File: src/rtl/btc_miner_pkg.sv
// Shared register map, bit positions and result entry layout for the multi-core miner register block.
package btc_miner_pkg;

   localparam int unsigned HDR_WORDS = 19;
   localparam int unsigned CORE_ID_W = 3;

   localparam int unsigned REG_CONFIG      = 'h00;
   localparam int unsigned REG_HDR0        = 'h04;
   localparam int unsigned REG_NONCE_BASE  = 'h50;
   localparam int unsigned REG_CTRL        = 'h54;
   localparam int unsigned REG_STATUS      = 'h58;
   localparam int unsigned REG_RESULT      = 'h5C;
   localparam int unsigned REG_RESULT_CORE = 'h60;

   localparam int unsigned CFG_USE_NONCE_IN = 0;
   localparam int unsigned CFG_ONESHOT      = 1;
   localparam int unsigned CFG_IRQ_EN       = 2;

   localparam int unsigned CTRL_START = 0;
   localparam int unsigned CTRL_STOP  = 1;
   localparam int unsigned CTRL_FLUSH = 2;

   localparam int unsigned ST_EMPTY     = 8;
   localparam int unsigned ST_FULL      = 9;
   localparam int unsigned ST_OVERFLOW  = 10;
   localparam int unsigned ST_COUNT_LSB = 16;

   typedef struct packed {
      logic [CORE_ID_W-1:0] core_id;
      logic [31:0]          nonce;
   } result_t;

   function automatic int unsigned core_id_w(input int unsigned n);
      return (n > 1) ? $clog2(n) : 1;
   endfunction

   function automatic logic [31:0] byte_merge(input logic [31:0] old_v, input logic [31:0] wr_v,
                                              input logic [3:0] sel);
      logic [31:0] r;
      for (int b = 0; b < 4; b++) r[8*b +: 8] = sel[b] ? wr_v[8*b +: 8] : old_v[8*b +: 8];
      return r;
   endfunction

endpackage

File: src/rtl/btc_miner_regs_mc_fifo.sv
// Synchronous result FIFO: push/pop/flush, head word always visible on dout.
module btc_result_fifo #(
   parameter int unsigned WIDTH = 35,
   parameter int unsigned DEPTH = 8
) (
   input  logic                   clk,
   input  logic                   rst,
   input  logic                   flush,
   input  logic                   push,
   input  logic                   pop,
   input  logic [WIDTH-1:0]       din,
   output logic [WIDTH-1:0]       dout,
   output logic                   empty,
   output logic                   full,
   output logic [$clog2(DEPTH):0] count
);
   localparam int unsigned PTR_W = $clog2(DEPTH);
   localparam int unsigned CNT_W = PTR_W + 1;

   logic [WIDTH-1:0] mem [DEPTH];
   logic [PTR_W-1:0] wr_ptr, rd_ptr;
   logic             do_push, do_pop;

   assign empty   = (count == '0);
   assign full    = (count == CNT_W'(DEPTH));
   assign do_pop  = pop & ~empty;
   assign do_push = push & (~full | do_pop);
   assign dout    = mem[rd_ptr];

   // Storage carries no reset; contents are only meaningful below count.
   always_ff @(posedge clk) begin
      if (do_push && !flush) mem[wr_ptr] <= din;
   end

   always_ff @(posedge clk) begin
      if (rst || flush) begin
         wr_ptr <= '0;
         rd_ptr <= '0;
         count  <= '0;
      end else begin
         if (do_push) wr_ptr <= wr_ptr + PTR_W'(1);
         if (do_pop)  rd_ptr <= rd_ptr + PTR_W'(1);
         case ({do_push, do_pop})
            2'b10:   count <= count + CNT_W'(1);
            2'b01:   count <= count - CNT_W'(1);
            default: count <= count;
         endcase
      end
   end

endmodule

File: src/rtl/btc_miner_regs_mc.sv
// Wishbone register block for a multi-core miner: header, nonce slicing, start/stop, result collection.
module btc_miner_regs_mc
   import btc_miner_pkg::*;
#(
   parameter int unsigned NUM_CORES  = 4,
   parameter int unsigned FIFO_DEPTH = 8,
   parameter int unsigned ADDR_W     = 8
) (
   input  logic                   clk,
   input  logic                   wbRst,
   input  logic [ADDR_W-1:0]      wbAddr,
   input  logic [3:0]             wbSel,
   input  logic                   wbWe,
   input  logic [31:0]            wbWData,
   input  logic                   wbCycle,
   input  logic                   wbStrobe,
   input  logic [2:0]             wbCti,
   input  logic [1:0]             wbBte,
   output logic [31:0]            wbRData,
   output logic                   wbAck,
   output logic                   wbErr,
   output logic                   wbRty,
   output logic [HDR_WORDS*32-1:0] header,
   output logic [NUM_CORES*32-1:0] core_nonce_start,
   output logic                   start,
   output logic                   stop,
   output logic                   cfg_use_nonce_in,
   output logic                   cfg_oneshot,
   input  logic [NUM_CORES*32-1:0] core_nonce,
   input  logic [NUM_CORES-1:0]   core_found,
   input  logic [NUM_CORES-1:0]   core_done,
   output logic                   irq
);
   localparam int unsigned SEL_W    = core_id_w(NUM_CORES);
   localparam int unsigned SLICE_SH = 32 - $clog2(NUM_CORES);
   localparam int unsigned CNT_W    = $clog2(FIFO_DEPTH) + 1;

   logic [31:0]          hdr [HDR_WORDS];
   logic [31:0]          nonce_start [NUM_CORES];
   logic [31:0]          pend_nonce [NUM_CORES];
   logic [NUM_CORES-1:0] pend_valid, pend_clr, pend_load;
   logic [31:0]          nonce_base, rd_data;
   logic                 cfg_irq_en, overflow, ovf_event, ovf_clr;
   logic [ADDR_W-1:0]    reg_addr;
   logic                 access, wr_act, rd_act, ctrl_wr;
   logic                 do_start, do_stop, flush, pop, push_ok;
   logic [SEL_W-1:0]     push_idx;
   result_t              push_ent, head;
   logic                 fifo_empty, fifo_full;
   logic [CNT_W-1:0]     fifo_count;
   logic                 unused_bits;

   assign unused_bits = ^{wbCti, wbBte, wbAddr[1:0]};

   assign reg_addr = {wbAddr[ADDR_W-1:2], 2'b00};
   assign access   = wbCycle & wbStrobe;
   assign wr_act   = access & ~wbAck & wbWe;
   assign rd_act   = access & ~wbAck & ~wbWe;
   assign ctrl_wr  = wr_act & (reg_addr == ADDR_W'(REG_CTRL)) & wbSel[0];
   assign do_stop  = ctrl_wr & wbWData[CTRL_STOP];
   assign do_start = ctrl_wr & wbWData[CTRL_START] & ~wbWData[CTRL_STOP];
   assign flush    = ctrl_wr & wbWData[CTRL_FLUSH];
   assign pop      = rd_act & (reg_addr == ADDR_W'(REG_RESULT)) & ~fifo_empty;
   assign ovf_clr  = wr_act & (reg_addr == ADDR_W'(REG_STATUS)) & wbSel[1] & wbWData[ST_OVERFLOW];

   assign wbErr = 1'b0;
   assign wbRty = 1'b0;
   assign irq   = cfg_irq_en & ~fifo_empty;

   for (genvar k = 0; k < HDR_WORDS; k++) begin : g_hdr
      assign header[32*k +: 32] = hdr[k];
   end
   for (genvar i = 0; i < NUM_CORES; i++) begin : g_start
      assign core_nonce_start[32*i +: 32] = nonce_start[i];
   end

   // Register file, nonce slicer and start/stop pulses.
   always_ff @(posedge clk) begin
      if (wbRst) begin
         for (int k = 0; k < HDR_WORDS; k++) hdr[k] <= '0;
         for (int i = 0; i < NUM_CORES; i++) nonce_start[i] <= '0;
         nonce_base       <= '0;
         cfg_use_nonce_in <= 1'b0;
         cfg_oneshot      <= 1'b0;
         cfg_irq_en       <= 1'b0;
         start            <= 1'b0;
         stop             <= 1'b0;
      end else begin
         start <= do_start;
         stop  <= do_stop;
         if (wr_act) begin
            if (reg_addr == ADDR_W'(REG_CONFIG) && wbSel[0]) begin
               cfg_use_nonce_in <= wbWData[CFG_USE_NONCE_IN];
               cfg_oneshot      <= wbWData[CFG_ONESHOT];
               cfg_irq_en       <= wbWData[CFG_IRQ_EN];
            end
            for (int k = 0; k < HDR_WORDS; k++)
               if (reg_addr == ADDR_W'(REG_HDR0 + 4*k)) hdr[k] <= byte_merge(hdr[k], wbWData, wbSel);
            if (reg_addr == ADDR_W'(REG_NONCE_BASE)) nonce_base <= byte_merge(nonce_base, wbWData, wbSel);
         end
         if (do_start)
            for (int i = 0; i < NUM_CORES; i++)
               nonce_start[i] <= (cfg_use_nonce_in ? nonce_base : 32'd0) + 32'(64'(i) << SLICE_SH);
      end
   end

   // Lowest-index pending core gets the single push slot.
   always_comb begin
      push_idx = '0;
      pend_clr = '0;
      for (int i = int'(NUM_CORES) - 1; i >= 0; i--)
         if (pend_valid[i]) push_idx = SEL_W'(i);
      push_ok = (|pend_valid) & (~fifo_full | pop);
      if (push_ok) pend_clr[push_idx] = 1'b1;
      push_ent.core_id = CORE_ID_W'(push_idx);
      push_ent.nonce   = pend_nonce[push_idx];
   end

   assign pend_load = core_found & (~pend_valid | pend_clr);
   assign ovf_event = ~flush & (|(core_found & pend_valid & ~pend_clr));

   always_ff @(posedge clk) begin
      if (wbRst) begin
         pend_valid <= '0;
         for (int i = 0; i < NUM_CORES; i++) pend_nonce[i] <= '0;
      end else if (flush) begin
         pend_valid <= '0;
      end else begin
         pend_valid <= (pend_valid & ~pend_clr) | core_found;
         for (int i = 0; i < NUM_CORES; i++)
            if (pend_load[i]) pend_nonce[i] <= core_nonce[32*i +: 32];
      end
   end

   // A fresh drop outranks a software clear in the same cycle.
   always_ff @(posedge clk) begin
      if (wbRst)          overflow <= 1'b0;
      else if (ovf_event) overflow <= 1'b1;
      else if (ovf_clr)   overflow <= 1'b0;
   end

   btc_result_fifo #(.WIDTH($bits(result_t)), .DEPTH(FIFO_DEPTH)) u_fifo (
      .clk   (clk),
      .rst   (wbRst),
      .flush (flush),
      .push  (push_ok),
      .pop   (pop),
      .din   (push_ent),
      .dout  (head),
      .empty (fifo_empty),
      .full  (fifo_full),
      .count (fifo_count)
   );

   always_comb begin
      rd_data = '0;
      case (reg_addr)
         ADDR_W'(REG_CONFIG): begin
            rd_data[CFG_USE_NONCE_IN] = cfg_use_nonce_in;
            rd_data[CFG_ONESHOT]      = cfg_oneshot;
            rd_data[CFG_IRQ_EN]       = cfg_irq_en;
         end
         ADDR_W'(REG_NONCE_BASE): rd_data = nonce_base;
         ADDR_W'(REG_STATUS): begin
            rd_data[7:0]               = 8'(core_done);
            rd_data[ST_EMPTY]          = fifo_empty;
            rd_data[ST_FULL]           = fifo_full;
            rd_data[ST_OVERFLOW]       = overflow;
            rd_data[ST_COUNT_LSB +: 8] = 8'(fifo_count);
         end
         ADDR_W'(REG_RESULT):      rd_data = fifo_empty ? 32'd0 : head.nonce;
         ADDR_W'(REG_RESULT_CORE): rd_data = fifo_empty ? 32'd0 : 32'(head.core_id);
         default: begin
            for (int k = 0; k < HDR_WORDS; k++)
               if (reg_addr == ADDR_W'(REG_HDR0 + 4*k)) rd_data = hdr[k];
         end
      endcase
   end

   always_ff @(posedge clk) begin
      if (wbRst) begin
         wbAck   <= 1'b0;
         wbRData <= '0;
      end else begin
         wbAck <= access & ~wbAck;
         if (rd_act) wbRData <= rd_data;
      end
   end

endmodule

File: config.mk
export PLATFORM = sky130hd
export DESIGN_NAME = btc_miner_regs_mc
export DESIGN_NICKNAME = d
export VERILOG_FILES = /design/src/rtl/btc_miner_pkg.sv /design/src/rtl/btc_miner_regs_mc_fifo.sv /design/src/rtl/btc_miner_regs_mc.sv
export SDC_FILE = /design/constraint.sdc
export NUM_CORES = 2
export LEC_CHECK = 0
export ABC_AREA = 1
export CORE_AREA = 2 2 374 376
export DETAILED_ROUTE_END_ITERATION = 6
export DIE_AREA = 0 0 376 378
export HOLD_SLACK_MARGIN = 0.15
export PLACE_DENSITY = 0.62
export SLEW_MARGIN = 20
export SYNTH_ARGS = -nofsm -noshare
export SYNTH_HDL_FRONTEND = slang
export SYNTH_SLANG_ARGS = --single-unit
File: constraint.sdc
create_clock -name clk -period 5.5 [get_ports clk]
set_input_delay 0.55 -clock clk [delete_from_list [all_inputs] [get_ports clk]]
set_output_delay 0.55 -clock clk [all_outputs]
set_load 0.005 [all_outputs]
==> impl_metrics.json <==
{
  "cp.required_ps": 6120,
  "yosys_area_um2": 48800,
  "place_ws_ps": 896,
  "logic_area_um2": 12400,
  "gp_congestion": 0.983,
  "path_clk_slew_ps": 70,
  "setup-tns-final_ps": 0,
  "cp_top_family": "simple AND/OR/NAND/NOR gates",
  "drt-total-wl_um": 220000,
  "path_buffers": 2,
  "ioPinCount": 966,
  "hp-class": "input port to flop",
  "setup_viol": 0,
  "drtPass1Iterations": 6,
  "status": "complete, no violations",
  "async_flop_share": 0,
  "cts.repair.resized": 0,
  "grt_pass1_vias": 36851,
  "root_buffer": "clkbuf_16",
  "topCellsByArea": "edfxtp_1, nor2_1, nand2_1",
  "start_kind": "input port",
  "synth-edff-count": 1044,
  "min_path_cells": 3,
  "ys_ff": 1132,
  "slowest_stage": "nor2_1",
  "finalCritPeriodShare": 0.720,
  "cp.arrival_ps": 4580,
  "total_power_mw": 20.0,
  "worst_hold_slack_ps": 448,
  "clock_latency_ps": 770,
  "synth_area_leader_cell": "edfxtp_1",
  "simple_gate_share": 0.186,
  "crit_cells": 14,
  "drt-initial-drc-count": 4337,
  "drc": 0,
  "slew_headroom": 0.240,
  "sh_comb_area": 0.194,
  "layout_setup_ws_ps": 1540,
  "buffers": 1137,
  "largest_class": "flip-flops and latches",
  "finalMaxSlewViolations": 0,
  "fin_cells": 7434,
  "r2r_slack_ps": 1880,
  "synth_area_um2": 48800,
  "clkbuf_count": 171,
  "placed_cell_area_um2": 60100,
  "buf_share": 0.171,
  "dieArea_um2": 142000,
  "critPathMaxFanout": 31,
  "fmax_mhz": 252,
  "critical_path.endpoint": "wbRData[27]$_SDFFE_PP0P_",
  "final_cell_mix": "nor2_1, edfxtp_1, clkdlybuf4s50_1, nand2_1, inv_1",
  "crit_start": "wbAddr[6]",
  "aoi_share": 0.0641,
  "ys_seq_share": 0.679,
  "tap_cells": 1807,
  "min_to": "pend_nonce[2][27]$_SDFFCE_PN0P_",
  "p_per_area_nw_per_um2": 313
}
-- metal layers --
layer  part of all wire  GRT usage  wire, µm  up-vias
met5            0.00019          0        41        -
met4              0.061      0.160     13500        8
met3               0.11     0.0842     23500      431
met2               0.47      0.492    103000     2326
met1               0.36      0.356     79700    19331
li1                   -          -         -    17299
-- sequential cells by signal, summed over array words and instances (netlist names), 3 cells and up, named ones only --
register and flops:
pend_valid 4, u_fifo.wr_ptr 3, nonce_base 32, u_fifo.count 4, u_fifo.mem 272, hdr 608, nonce_start 36, u_fifo.rd_ptr 3
pend_nonce 128, wbRData 32
-- power breakdown --
group | internal (mW) | switching (mW)
clock network | 4.39 | 3.47
registers | 9.92 | 0.262
logic | 0.713 | 1.23
==> images/floorplan.png <==
Pins as bars on the die edge. Tap cells in gray.
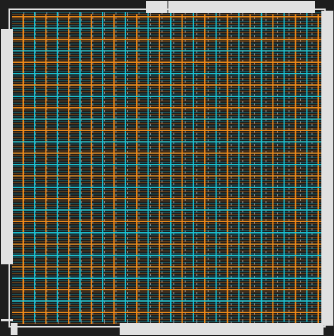
orange -> VSS
cyan -> VDD
tap cells = 1,807
met1 rails = 138
met5 straps = 27
signal pins = 966
core footprint: 139,000 µm²
Die Y: 378 µm
Max VDD drop: 0.273 mV
Die X-Extent: 376 µm

==> images/class_map.png <==
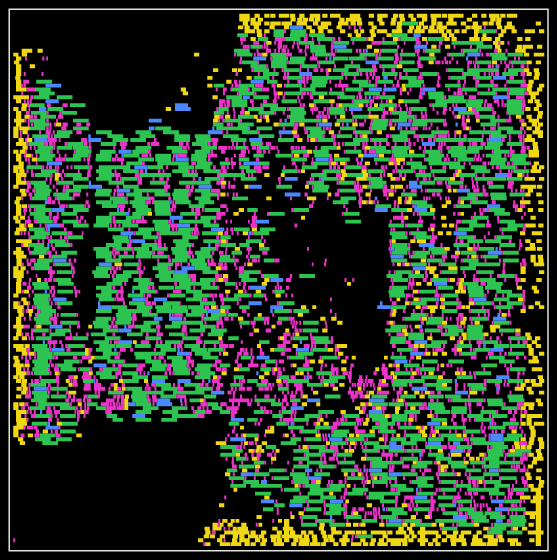
magenta -> remaining logic cells  # cells 3,134, share of their area 22%
green -> registers  # cells 1,132, share of their area 54%
yellow -> remaining buffers and delay cells  # cells 1,137, share of their area 18%
blue -> clock drivers and dummy loads  # cells 218, share of their area 6.1%
register share of the cell area: 0.519
Rows: 137
Design Area, Final: 63,800 µm²
post-layout util: 0.461

==> images/clock_wires.png <==
Scale bar: 100 µm.
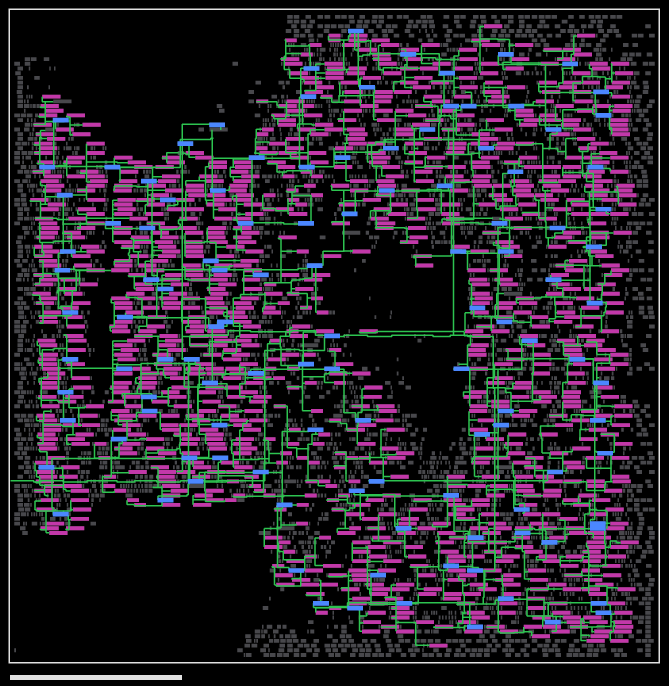
magenta -> flip-flops  # count 1,132
green -> clock wires  # length 14,000 µm
blue -> clock-net drivers  # count 117
routed clock nets = 118
flops lie = widely spread

==> images/layers.png <==
Scale bar: 100 µm.
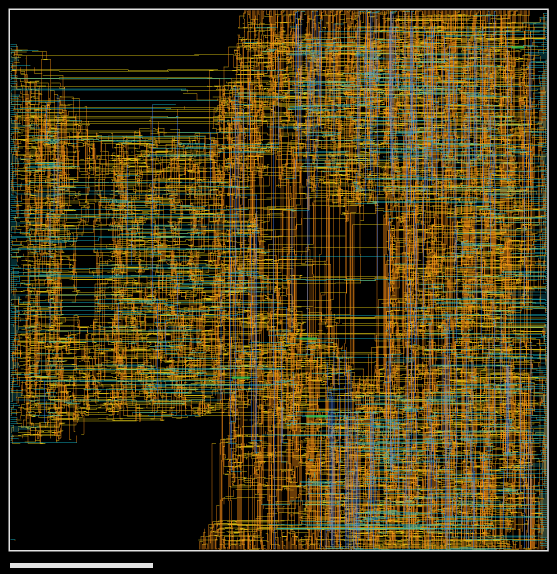
orange -> M2  # wire length 103 mm
green -> M5  # wire length 41.4 µm
yellow -> M1  # wire length 79.7 mm
cyan -> M3  # wire length 23.5 mm
blue -> M4  # wire length 13,500 µm

==> images/congestion_map.png <==
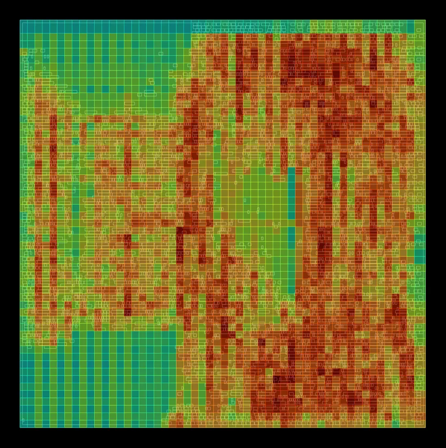
total global-route track usage: 0.299
post-DR wirelength/cell: 29.6 µm
GR Util met3: 0.0842

Power figures rest on the tool's default switching activity, not on a simulated workload.
